===== config.mk =====
export PLATFORM = sky130hd
export DESIGN_NAME = game_link_rx
export DESIGN_NICKNAME = d
export VERILOG_FILES = /design/src/rtl/game_link_pkg.sv /design/src/rtl/link_timeout_timer.sv /design/src/rtl/game_link_rx.sv
export SDC_FILE = /design/constraint.sdc
export NUM_CORES = 1
export LEC_CHECK = 0
export CORE_UTILIZATION = 40
export DETAILED_ROUTE_END_ITERATION = 6
export PLACE_DENSITY = 0.66
export SYNTH_ARGS = -nofsm -noshare
export SYNTH_HDL_FRONTEND = slang
export SYNTH_SLANG_ARGS = --single-unit

===== constraint.sdc =====
create_clock -name clk -period 2.05 [get_ports clk]
set_clock_uncertainty 0.05 [all_clocks]
set_input_delay 0.41 -clock clk [delete_from_list [all_inputs] [get_ports clk]]
set_output_delay 0.41 -clock clk [all_outputs]
set_load 0.05 [all_outputs]

===== src/rtl/game_link_pkg.sv =====
// Shared definitions for the inter-board game link: frame bytes, message
// types and the receive parser state encoding.
package game_link_pkg;

    localparam logic [7:0] SYNC_BYTE      = 8'hA5;
    localparam logic [7:0] TYPE_ENTER     = 8'h01;
    localparam logic [7:0] TYPE_TURN_DONE = 8'h02;
    localparam logic [7:0] TYPE_HP        = 8'h03;

    // SYNC, TYPE, D_HI, D_LO, CHK
    localparam int FRAME_LEN = 5;

    typedef enum logic [2:0] {
        RX_IDLE,
        RX_GET_TYPE,
        RX_GET_HI,
        RX_GET_LO,
        RX_GET_CHK
    } rx_state_t;

    function automatic logic [7:0] frame_chk(input logic [7:0] frame_type,
                                             input logic [7:0] d_hi,
                                             input logic [7:0] d_lo);
        return frame_type ^ d_hi ^ d_lo;
    endfunction

endpackage


===== src/rtl/link_timeout_timer.sv =====
// Inter-byte idle timer: restarts on every received byte, counts while enabled,
// and pulses expire on the last idle cycle of the allowed gap.
module link_timeout_timer #(
    parameter int TIMEOUT_CYCLES = 1_000_000
) (
    input  logic clk,
    input  logic rst,
    input  logic restart,
    input  logic enable,
    output logic expire
);

    localparam int CNT_W = (TIMEOUT_CYCLES > 1) ? $clog2(TIMEOUT_CYCLES) : 1;
    localparam logic [CNT_W-1:0] CNT_LAST = CNT_W'(TIMEOUT_CYCLES - 1);

    logic [CNT_W-1:0] cnt;

    // A byte arriving on the final cycle wins over expiry.
    assign expire = enable && !restart && (cnt == CNT_LAST);

    always_ff @(posedge clk or negedge rst) begin
        if (!rst) begin
            cnt <= '0;
        end else if (restart || !enable || expire) begin
            cnt <= '0;
        end else begin
            cnt <= cnt + CNT_W'(1);
        end
    end

endmodule


===== src/rtl/game_link_rx.sv =====
// Receive-side frame parser for the game link: turns 5-byte frames from the
// UART into remote-player event pulses and the remote HP register.
module game_link_rx
    import game_link_pkg::*;
#(
    parameter logic [9:0] HP_INIT        = 10'd100,
    parameter int         TIMEOUT_CYCLES = 1_000_000
) (
    input  logic       clk,
    input  logic       rst,
    input  logic [7:0] rx_data,
    input  logic       rx_valid,
    output logic       enter_pressed_remote,
    output logic       turn_done_remote,
    output logic [9:0] hp_remote,
    output logic       frame_err,
    output logic       link_busy
);

    rx_state_t  state, state_d;
    logic [7:0] type_q, hi_q, lo_q;
    logic       enter_q, enter_d;
    logic       turn_q, turn_d;
    logic       err_q, err_d;
    logic [9:0] hp_q, hp_d;
    logic       expire;
    logic       chk_ok;

    link_timeout_timer #(
        .TIMEOUT_CYCLES(TIMEOUT_CYCLES)
    ) u_timeout (
        .clk     (clk),
        .rst     (rst),
        .restart (rx_valid),
        .enable  (state != RX_IDLE),
        .expire  (expire)
    );

    assign chk_ok = (rx_data == frame_chk(type_q, hi_q, lo_q));

    always_comb begin
        // NOTE: every output of this block is defaulted first so no path can
        // leave a signal unassigned and infer a latch.
        state_d = state;
        enter_d = 1'b0;
        turn_d  = 1'b0;
        err_d   = 1'b0;
        hp_d    = hp_q;

        if (rx_valid) begin
            case (state)
                RX_IDLE: begin
                    if (rx_data == SYNC_BYTE) begin
                        state_d = RX_GET_TYPE;
                    end
                end
                RX_GET_TYPE: state_d = RX_GET_HI;
                RX_GET_HI:   state_d = RX_GET_LO;
                RX_GET_LO:   state_d = RX_GET_CHK;
                RX_GET_CHK: begin
                    state_d = RX_IDLE;
                    if (!chk_ok) begin
                        err_d = 1'b1;
                    end else begin
                        case (type_q)
                            TYPE_ENTER:     enter_d = 1'b1;
                            TYPE_TURN_DONE: turn_d  = 1'b1;
                            TYPE_HP: begin
                                // Only 10 payload bits exist; stray upper bits mean corruption.
                                if (hi_q[7:2] == 6'd0) begin
                                    hp_d = {hi_q[1:0], lo_q};
                                end else begin
                                    err_d = 1'b1;
                                end
                            end
                            default:        err_d = 1'b1;
                        endcase
                    end
                end
                default: state_d = RX_IDLE;
            endcase
        end else if (expire) begin
            state_d = RX_IDLE;
            err_d   = 1'b1;
        end
    end

    // NOTE: state and outputs use non-blocking assignments so every register
    // samples the pre-edge values regardless of statement order.
    always_ff @(posedge clk or negedge rst) begin
        if (!rst) begin
            state   <= RX_IDLE;
            enter_q <= 1'b0;
            turn_q  <= 1'b0;
            err_q   <= 1'b0;
            hp_q    <= HP_INIT;
        end else begin
            state   <= state_d;
            enter_q <= enter_d;
            turn_q  <= turn_d;
            err_q   <= err_d;
            hp_q    <= hp_d;
        end
    end

    // NOTE: the captured frame bytes carry no reset; each is always written
    // earlier in the same frame before GET_CHK reads it.
    always_ff @(posedge clk) begin
        if (rx_valid) begin
            case (state)
                RX_GET_TYPE: type_q <= rx_data;
                RX_GET_HI:   hi_q   <= rx_data;
                RX_GET_LO:   lo_q   <= rx_data;
                default: ;
            endcase
        end
    end

    assign enter_pressed_remote = enter_q;
    assign turn_done_remote     = turn_q;
    assign frame_err            = err_q;
    assign hp_remote            = hp_q;
    assign link_busy            = (state != RX_IDLE);

endmodule


==> images/detail.png <==
Window x 17 to 67, y 34 to 84 um. Cells in grey, sequential cells in the stronger grey; small squares are vias.
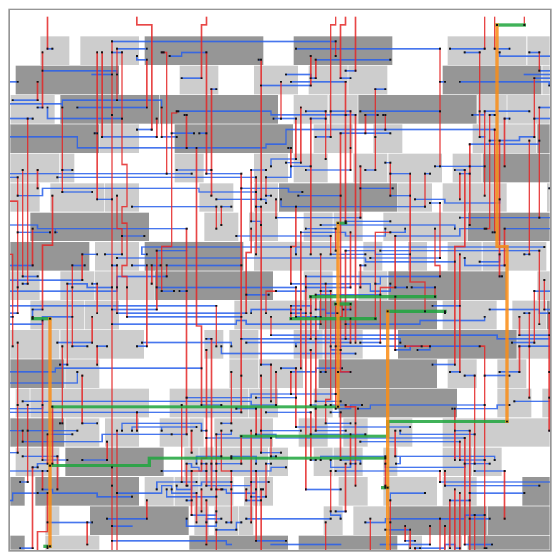
- metal 4: orange
- metal 3: green
- metal 2: red
- metal 1: blue
- netlist names of flops here include: `hp_remote` (7), `type_q` (6), `hi_q` (5)
- most frequent: buf_4 (20), edfxtp_1 (16), xnor2_1 (14)
- cells with their middle in the window: 136
- sequential cells in the window: 29

==> images/power_grid.png <==
(6 px per um) Pins as bars on the die edge.
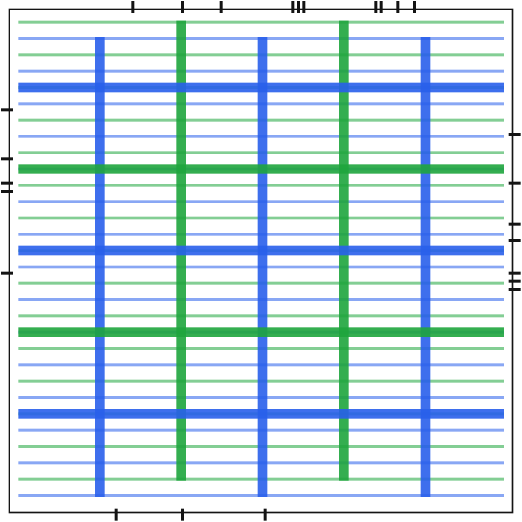
- VSS: blue
- VDD: green
- met5 straps: 5
- met1 rails: 30
VDD IR max: 0.000445 V
die height: 83.6 um
core region area: 6390 um^2
Die W: 83.6 um

==> reports/metrics.yaml <==
openroad.warnings: 27
syn_inst: 208
edf_count: 24
hold_path_depth: 1
first_global_vias: 1803
power.leakage_nw: 1.49
antenna_found_initial: 0
drt_first_pass_iters: 4
route.detailed.drc: 0
hold_path_class: "reg2reg"
grt_pass1_wl_um: 8940
postLayoutCoreUtil: 0.553
hpwl_um: 3620
fmax_mhz: 500
worstHoldStart: "u_timeout.cnt[0]"
path_cells: "or4_4 > nor4_4 > buf_4 > nand4_4 > mux2_1"
worstSetupStartpointType: "register"
yosys_warnings: 0
setup_viol: 0
flop_cell: "dfrtp_1"
critPathRequiredTime_ns: 2.23
lay_top_cells: "dfrtp_1 (33), nor2_1 (26), buf_4 (26), edfxtp_1 (24), xor2_1 (18)"
ant_nets: 0
slowest_stage: "or4_4"
fp-utilization: 0.417
diodes: 0
layout-drive-gt1-share: 0.247
grt_max_degree: 20
ctsLongestPathBuffers: 2
finalWirelength_um: 5370
clkTransAtPathRegs_ns: 0.07
io_buffers: 24
ff_latch_area_um2: 1630
cpPeakStageDelay_ns: 0.57
cts-root-buf: "clkbuf_8"
cts_max_level: 3
worstSetupPathType: "reg2reg"
rrSetupSlack_ns: 0.05
synth_flops: 60
reg2reg_depth: 5
drt_iter0_drc: 140
cts_sinks: 60
gp_congestion: 0.792
overflow: 0
rsz0062_at_grt: "yes"
nets: 278
synthArstFlopShare: 0.600
r2r_end: "hp_remote[1]"
finalMaxSlewViolations: 0
die-area_um2: 6990
crit_family: "simple AND/OR/NAND/NOR gates"
critPathMaxFanout: 5
setup_tns_ns: 0
syn_area_um2: 2670
cts_tree: "done"
hold_end: "u_timeout.cnt[0]"
ys_types: 37
worst_slew_margin_rel: 0.633
yosysChipArea_um2: 2670
area_growth_pct: 32.6
worst_slew_pin_slew_ns: 0.543
syn-num-nets: 220
postSynthSeqShare: 0.610
hold_violations: 0
comb_area_um2: 1110
critPathBufInv: 1
end_kind: "register"
cap_viol_max_count: 0
avgSynthCellArea_um2: 12.8
pin_count: 25
final_layout_top_logic_cell: "dfrtp_1"
outcome: "finished clean"
clk_latency_ns: 0.34
viasPerCell: 5.20
fin_crit_ns: 2.00
power.density_nw_per_um2: 933
min_period_over_period: 0.976
cts_buffers: 9
cp.arrival_ns: 2.18
r2r_start: "type_q[2]"
yosysCellCount: 208
==> images/metal_density.png <==
(4 px per um) 17 x 17 tiles, from dark purple (low) to yellow (high), scaled to the fullest tile. Values are wire area over tile area, all layers added.
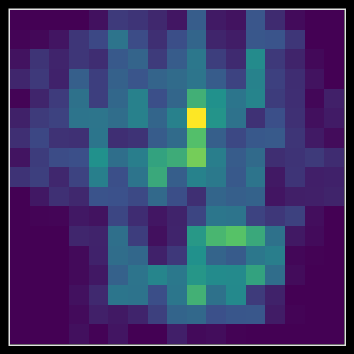
- densest ninth of the die: centre
- emptiest ninth of the die: south-west
- nearly empty tiles: 20%
- tiles over half the peak: 5.9%
- mean over tiles: 0.12
Via Count: 1809
Wirelength per Cell: 15.4 um
GRT Util Overall: 0.169

==> images/placement.png <==
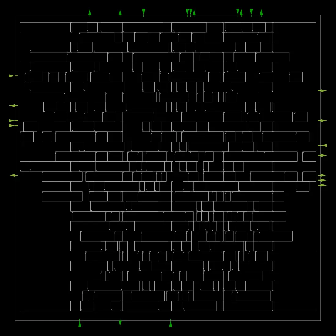
num rows: 29
Fillers: 518

flip-flops by register name, indices dropped and copies added (netlist names):
register / count
hp_remote: 10
hi_q: 8
turn_done_remote: 1
type_q: 8
frame_err: 1
u_timeout.cnt: 20
lo_q: 8
state: 3
enter_pressed_remote: 1
routing by layer:
layer	GRT usage	wire, um	share of wire
met1	0.247	2650	0.49
met2	0.228	2390	0.45
met3	0.0445	207	0.039
met4	0.0878	119	0.022
met5	0	0	0
power breakdown:
group	switching [mW]	total (mW)	internal (mW)
Clock	0.460	1.26	0.798
Combinational	0.336	0.600	0.264
Sequential	0.0824	1.44	1.36
kinds of logic (layout without fill, tap and decap cells):
kind of cell / count (synthesis) / count (layout) / share of synthesized area
AND-OR/OR-AND: 9 / 9 / 0.0268
XOR/XNOR: 41 / 41 / 0.135
adder cells (fa/ha/maj): 1 / 1 / 0.00469
buffers and inverters: 5 / 67 / 0.00798
flip-flops: 60 / 60 / 0.610
multiplexers: 10 / 10 / 0.0423
AND/OR/NAND/NOR: 82 / 83 / 0.174
worst max path at each step:
| stage | startpoint | end | cells after the start |
|---|---|---|---|
| after floorplan | type_q[2] | hp_remote[1] | 4 |
| after global placement | rx_data[7] | hp_remote[1] | 6 |
| after detailed placement | rx_data[7] | hp_remote[7] | 6 |
| after CTS | type_q[2] | hp_remote[4] | 5 |
| after global routing | type_q[2] | hp_remote[1] | 5 |
| final | type_q[2] | hp_remote[1] | 5 |
worst register-to-register path, cell delays in order, from the launching register on:
cell      delay [ns]
edfxtp_1        0.44
or4_4           0.57
nor4_4          0.14
buf_4           0.19
nand4_4         0.16
mux2_1          0.35
area by class of cell:
type | count | area share
clock buffers | 10 | 0.0361
clock inverters | 6 | 0.0290
inverters | 1 | 0.00106
multi-input cells | 144 | 0.315
flip-flops and latches | 60 | 0.460
well taps | 77 | 0.0273
repair buffers | 50 | 0.132
timing repair:
action,in CTS,in global routing
gates cloned,1,0
setup endpoints to repair,10,12
buffers inserted,2,1
endpoints found under the hold margin,17,0
resized,1,14
hold buffers,1,0
pin swaps,2,5
cells in the mapped netlist, types with 3 or more instances:
| cell | n | area, um^2 |
|---|---|---|
| dfrtp_1 | 33 | 826 |
| nor2_1 | 26 | 97.6 |
| edfxtp_1 | 24 | 721 |
| xnor2_1 | 21 | 184 |
| xor2_1 | 20 | 175 |
| nand2_1 | 12 | 45.0 |
| nand4_1 | 8 | 50.1 |
| nand3_1 | 7 | 35.0 |
| and3_1 | 6 | 37.5 |
| mux2_1 | 5 | 56.3 |
| mux2_2 | 5 | 56.3 |
| nor3_1 | 4 | 20.0 |
| dfstp_2 | 3 | 78.8 |
| nor4_1 | 3 | 18.8 |
stage by stage:
step	setup slack [ns]	area, um^2	cells	hold WS [ns]	total power, mW
after detailed placement	-0.452	3190	328	0.336	2.02
after floorplan	0.0748	2670	208	0.0644	1.76
after global routing	-0.0530	3530	348	0.417	3.44
after CTS	0.00825	3460	348	0.404	3.29
after global placement	-0.373	3190	328	0.324	2.01
final	0.0490	3530	348	0.399	3.30
Power and IR drop assume default switching activity.
